### src/rtl/instr_mem_loader_pkg.sv
// instr_mem_loader_pkg: shared geometry constants and the loader state type.
//   WORD_LEN       instruction width in bits
//   MEM_CELL_SIZE  memory cell width in bits
//   INSTR_MEM_SIZE number of cells (power of two)
//   AW / CPW / KW  address width, cells per word, cell-index width
package instr_mem_loader_pkg;
    localparam int WORD_LEN       = 16;
    localparam int MEM_CELL_SIZE  = 4;
    localparam int INSTR_MEM_SIZE = 256;
    localparam int AW             = $clog2(INSTR_MEM_SIZE);
    localparam int CPW            = WORD_LEN / MEM_CELL_SIZE;
    localparam int KW             = $clog2(CPW);
    typedef enum logic [1:0] {IDLE, LOAD, WRITE, DONE} state_t;
endpackage

### src/rtl/instr_mem_loader_if.sv
// instr_mem_loader_if: load-control, word handshake and cell write-port bundle.
//   master: program-load source (drives start/base_addr/num_words/in_valid/in_word)
//   slave:  loader (drives in_ready, mem_we/mem_addr/mem_wdata, busy/done/wrapped)
interface instr_mem_loader_if;
    import instr_mem_loader_pkg::*;
    logic                     start;
    logic [AW-1:0]            base_addr;
    logic [AW-1:0]            num_words;
    logic                     in_valid;
    logic [WORD_LEN-1:0]      in_word;
    logic                     in_ready;
    logic                     mem_we;
    logic [AW-1:0]            mem_addr;
    logic [MEM_CELL_SIZE-1:0] mem_wdata;
    logic                     busy;
    logic                     done;
    logic                     wrapped;
    modport master (
        output start, base_addr, num_words, in_valid, in_word,
        input  in_ready, mem_we, mem_addr, mem_wdata, busy, done, wrapped
    );
    modport slave (
        input  start, base_addr, num_words, in_valid, in_word,
        output in_ready, mem_we, mem_addr, mem_wdata, busy, done, wrapped
    );
endinterface

### src/rtl/instr_mem_loader_word_serializer.sv
// word_serializer: parallel-load shift register emitting a word MSB cell first.
//   i_clk, i_rst_n  clock, async active-low reset
//   i_load, i_word  load a new word (cell index restarts at 0); wins over i_shift
//   i_shift         advance to the next cell
//   o_cell          current cell (top MEM_CELL_SIZE bits)
//   o_last          current cell is the final one of the word
module word_serializer
    import instr_mem_loader_pkg::*;
(
    input  logic                     i_clk,
    input  logic                     i_rst_n,
    input  logic                     i_load,
    input  logic                     i_shift,
    input  logic [WORD_LEN-1:0]      i_word,
    output logic [MEM_CELL_SIZE-1:0] o_cell,
    output logic                     o_last
);
    logic [WORD_LEN-1:0] r_word;
    logic [KW-1:0]       r_k;
    always_ff @(posedge i_clk or negedge i_rst_n)
        if (!i_rst_n) begin
            r_word <= '0;
            r_k    <= '0;
        end else if (i_load) begin
            r_word <= i_word;
            r_k    <= '0;
        end else if (i_shift) begin
            r_word <= r_word << MEM_CELL_SIZE;
            r_k    <= r_k + 1'b1;
        end
    assign o_cell = r_word[WORD_LEN-1 -: MEM_CELL_SIZE];
    assign o_last = r_k == KW'(CPW - 1);
endmodule

### src/rtl/instr_mem_loader.sv
// instr_mem_loader: streams instruction words into the cell array, MSB cell first.
//   i_clk, i_rst_n  clock, async active-low reset (aborts a load immediately)
//   io_bus          load control, word handshake, cell write port and status
module instr_mem_loader
    import instr_mem_loader_pkg::*;
(
    input  logic                i_clk,
    input  logic                i_rst_n,
    instr_mem_loader_if.slave   io_bus
);
    state_t                   r_state, w_next;
    logic [AW-1:0]            r_addr, r_rem;
    logic                     r_we, r_wrapped;
    logic                     w_in_ready, w_accept, w_last, w_final;
    logic [MEM_CELL_SIZE-1:0] w_cell;

    assign w_final    = r_rem == AW'(1);
    // On the last cell of a non-final word we already ask for the next one so
    // a waiting word follows with no bubble.
    assign w_in_ready = (r_state == LOAD) || (r_state == WRITE && w_last && !w_final);
    assign w_accept   = io_bus.in_valid && w_in_ready;

    always_comb begin
        w_next = r_state;
        case (r_state)
            IDLE:    w_next = io_bus.start ? ((io_bus.num_words == '0) ? DONE : LOAD) : IDLE;
            LOAD:    w_next = w_accept ? WRITE : LOAD;
            WRITE:   w_next = !w_last ? WRITE : (w_final ? DONE : (w_accept ? WRITE : LOAD));
            DONE:    w_next = IDLE;
            default: w_next = IDLE;
        endcase
    end

    always_ff @(posedge i_clk or negedge i_rst_n)
        if (!i_rst_n) begin
            r_state   <= IDLE;
            r_addr    <= '0;
            r_rem     <= '0;
            r_we      <= 1'b0;
            r_wrapped <= 1'b0;
        end else begin
            r_state <= w_next;
            r_we    <= w_next == WRITE;
            if (r_state == IDLE && io_bus.start) begin
                r_addr    <= io_bus.base_addr;
                r_rem     <= io_bus.num_words;
                r_wrapped <= 1'b0;
            end
            if (r_state == WRITE) begin
                r_addr <= r_addr + 1'b1;
                if (r_addr == '1)
                    r_wrapped <= 1'b1;
                if (w_last)
                    r_rem <= r_rem - 1'b1;
            end
        end

    word_serializer u_ser (
        .i_clk   (i_clk),
        .i_rst_n (i_rst_n),
        .i_load  (w_accept),
        .i_shift (r_state == WRITE),
        .i_word  (io_bus.in_word),
        .o_cell  (w_cell),
        .o_last  (w_last)
    );

    assign io_bus.in_ready  = w_in_ready;
    assign io_bus.mem_we    = r_we;
    assign io_bus.mem_addr  = r_addr;
    assign io_bus.mem_wdata = w_cell;
    assign io_bus.busy      = r_state == LOAD || r_state == WRITE;
    assign io_bus.done      = r_state == DONE;
    assign io_bus.wrapped   = r_wrapped;
endmodule

### src/flat_wrapper.sv
// flat-port wrapper written by rule: the top's interface ports become plain ports
module instr_mem_loader_flat import instr_mem_loader_pkg::*;
  (i_clk, i_rst_n, io_bus_start, io_bus_base_addr, io_bus_num_words, io_bus_in_valid, io_bus_in_word, io_bus_in_ready, io_bus_mem_we, io_bus_mem_addr, io_bus_mem_wdata, io_bus_busy, io_bus_done, io_bus_wrapped);
  instr_mem_loader_if io_bus_i ();
  input  logic i_clk;
  input  logic i_rst_n;
  input wire logic [$bits(io_bus_i.start)-1:0] io_bus_start;
  input wire logic [$bits(io_bus_i.base_addr)-1:0] io_bus_base_addr;
  input wire logic [$bits(io_bus_i.num_words)-1:0] io_bus_num_words;
  input wire logic [$bits(io_bus_i.in_valid)-1:0] io_bus_in_valid;
  input wire logic [$bits(io_bus_i.in_word)-1:0] io_bus_in_word;
  output wire logic [$bits(io_bus_i.in_ready)-1:0] io_bus_in_ready;
  output wire logic [$bits(io_bus_i.mem_we)-1:0] io_bus_mem_we;
  output wire logic [$bits(io_bus_i.mem_addr)-1:0] io_bus_mem_addr;
  output wire logic [$bits(io_bus_i.mem_wdata)-1:0] io_bus_mem_wdata;
  output wire logic [$bits(io_bus_i.busy)-1:0] io_bus_busy;
  output wire logic [$bits(io_bus_i.done)-1:0] io_bus_done;
  output wire logic [$bits(io_bus_i.wrapped)-1:0] io_bus_wrapped;
  assign io_bus_i.start = io_bus_start;
  assign io_bus_i.base_addr = io_bus_base_addr;
  assign io_bus_i.num_words = io_bus_num_words;
  assign io_bus_i.in_valid = io_bus_in_valid;
  assign io_bus_i.in_word = io_bus_in_word;
  assign io_bus_in_ready = io_bus_i.in_ready;
  assign io_bus_mem_we = io_bus_i.mem_we;
  assign io_bus_mem_addr = io_bus_i.mem_addr;
  assign io_bus_mem_wdata = io_bus_i.mem_wdata;
  assign io_bus_busy = io_bus_i.busy;
  assign io_bus_done = io_bus_i.done;
  assign io_bus_wrapped = io_bus_i.wrapped;
  instr_mem_loader u_core (.i_clk(i_clk), .i_rst_n(i_rst_n), .io_bus(io_bus_i));
endmodule
### config.mk
export PLATFORM = sky130hd
export DESIGN_NAME = instr_mem_loader_flat
export DESIGN_NICKNAME = d
export VERILOG_FILES = /design/src/rtl/instr_mem_loader_pkg.sv /design/src/rtl/instr_mem_loader_if.sv /design/src/rtl/instr_mem_loader_word_serializer.sv /design/src/rtl/instr_mem_loader.sv /design/src/flat_wrapper.sv
export SDC_FILE = /design/constraint.sdc
export NUM_CORES = 1
export LEC_CHECK = 0
export ABC_AREA = 1
export CORE_MARGIN = 4
export CORE_UTILIZATION = 45
export CTS_CLUSTER_SIZE = 40
export DETAILED_ROUTE_END_ITERATION = 10
export DONT_BUFFER_PORTS = 1
export SLEW_MARGIN = 0
export SYNTH_ARGS = -nofsm -noshare
export SYNTH_HDL_FRONTEND = slang
export SYNTH_HIERARCHICAL = 1
export SYNTH_SLANG_ARGS = --single-unit
### constraint.sdc
create_clock -name i_clk -period 2.4 [get_ports i_clk]
set_input_delay 0.36 -clock i_clk [delete_from_list [all_inputs] [get_ports i_clk]]
set_output_delay 0.36 -clock i_clk [all_outputs]
set_load 0.005 [all_outputs]
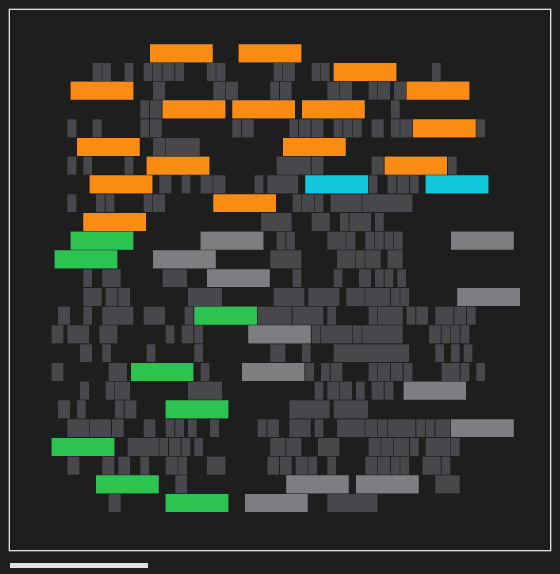
*Where the registers sit*
Scale bar: 20 um. Other sequential cells in the stronger gray, the rest of the logic in the fainter gray.
u_core/u_ser/r_k -> cyan  # flops 2
u_core/u_ser/r_word -> orange  # flops 16
u_core/io_bus.mem_addr -> green  # flops 8
not colored = 12

==> results.sh <==
# yosys + openroad results
export IMPL_p_comb_mw=1.11
export IMPL_fmax_mhz=532.6
export IMPL_clock_latency_ps=280
export IMPL_core_area_um2=4755
export IMPL_largest_reg_flops=16
export IMPL_finalCritPeriodShare=0.7824
export IMPL_aoi_share=0.09438
export IMPL_crit_path_start_kind="flip-flop"
export IMPL_clock_sinks=38
export IMPL_nFillCells=489
export IMPL_syn_avg_cell_area_um2=8.188
export IMPL_min_path_type="input pin to flip-flop"
export IMPL_regMostFlops="u_core/u_ser/r_word"
export IMPL_num_antenna_cells=0
export IMPL_drt_met1_wl_um=2282
export IMPL_flop_count=38
export IMPL_power_leakage_nw=1.150
export IMPL_comb_share=0.4460
export IMPL_cts_tree="yes"
export IMPL_dp_cells=328
export IMPL_synth_seq_share=0.4270
export IMPL_first_pass_iters=4
export IMPL_drc_errors=0
export IMPL_top_power_group="sequential cells"
export IMPL_crit_family="buffers and inverters"
export IMPL_fin_cells=337
export IMPL_fin_util=0.4968
export IMPL_ys_seq_elements=38
export IMPL_hold_start="io_bus_in_word[1]"
export IMPL_p_int_mw=1.667
export IMPL_synth_area_um2=2227
export IMPL_hpwl_um=3457
export IMPL_pwr_share_seq=0.422
export IMPL_drtIter0Drc=117
export IMPL_cts_max_path_buffers=2
export IMPL_end_kind="flip-flop"
export IMPL_comb_power_share=0.385
export IMPL_top_layer="met4"
export IMPL_finalWeightedCongestion=0.7912
export IMPL_fin_area_um2=2362
export IMPL_ir_drop_v=0.0004180
export IMPL_final_hold_viol_count=0
export IMPL_r2r_start="u_core/r_state[0]"
export IMPL_p_clk_mw=0.554
export IMPL_clkPwrFrac=0.193
export IMPL_seq_area_um2=950.9
export IMPL_top_area_frac=0.4270
export IMPL_crit_chain="inv_1, ha_1, nand2_1, inv_1, nor2_1, inv_1, o221ai_1"
export IMPL_nonClkBufAreaFrac=0.02542
export IMPL_lay_top_cells="nand2_1, nand3_1, dfrtp_1"
export IMPL_fp_row_count=25
export IMPL_grt_busiest_layer="met2"
export IMPL_worst_pin_slew_ps=422.9
export IMPL_setup_ws_ps=522.3
export IMPL_comb_cells=192
export IMPL_p_seq_mw=1.21
export IMPL_fp_util=0.4684
export IMPL_warning_count=31
export IMPL_drv_slew=0
export IMPL_crit_required_ps=2600
export IMPL_top_cell="nand2_1"
export IMPL_drive_above_1_share=0.1000
export IMPL_ys_sh_simple=0.3124
export IMPL_clk_share=0.04767
export IMPL_min_period_ps=1878
export IMPL_ys_flop_type="dfrtp_1"
export IMPL_fp_nets=317
export IMPL_holdWs_ps=188.0
export IMPL_cts_buffers=5
export IMPL_adder_share=0.05056
export IMPL_slew_headroom=0.7177
export IMPL_mux_area_frac=0
export IMPL_crit_fanout=14
export IMPL_syn_to_final_growth_pct=6.068
export IMPL_outcome="completed"
export IMPL_synth_edff_count=0
export IMPL_clkSlewWorstSetupHoldPaths_ps=70
export IMPL_clock_skew_ps=2.225
export IMPL_top_area_cell="dfrtp_1"
export IMPL_rsz0062_at_grt="false"
export IMPL_dp_slack_ps=510.3
export IMPL_powerDensity_nw_per_um2=1217
export IMPL_setup_viol=0
export IMPL_crit_type="flip-flop to flip-flop"
export IMPL_wl_met3_um=277
export IMPL_switching_power_mw=1.208
export IMPL_clock_root_buffer="clkbuf_8"
export IMPL_critPathMaxStageDelay_ps=390
export IMPL_port_buffers=0
export IMPL_placed_area_um2=2220
export IMPL_die_area_um2=6139
export IMPL_dominant_cells="multi-input combinational cells"
export IMPL_logic_family="simple AND/OR/NAND/NOR gates"
export IMPL_fin_tns_setup_ps=0
export IMPL_routed_wl_met2_um=2087
export IMPL_signal_buffers=6
export IMPL_worstPathArrival_ps=2080
export IMPL_lay_top_count="nand2_1"
export IMPL_yosysWarnings=6
export IMPL_grt_pass1_wl_um=8086
export IMPL_path_buffers=3
export IMPL_critical_path_most_common_cell="inv_1"
export IMPL_grt_max_degree=39
export IMPL_ios=53
export IMPL_antenna_found_initial=0
export IMPL_cp_endpoint="u_core/io_bus.mem_addr[5]"
export IMPL_met1_usage=0.2359
export IMPL_n_tap_cell=67
export IMPL_r2r_cells=7
export IMPL_vias=1723
export IMPL_nClkBuffers=6
export IMPL_final_nets=315
export IMPL_top_cells_by_count="nand2_1, nand3_1, dfrtp_1"
export IMPL_combGateArea_um2=1054
export IMPL_yosysChipArea_um2=2227
export IMPL_r2r_end="u_core/io_bus.mem_addr[5]"
export IMPL_power_mw=2.876
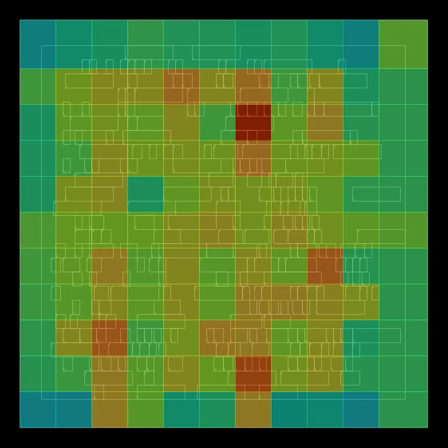
*Routing congestion*
Avg WL per Cell: 13.99 um
met3 usage: 0.05046
met2 Use GR: 0.2474
GRT Resource Usage Total: 0.1685

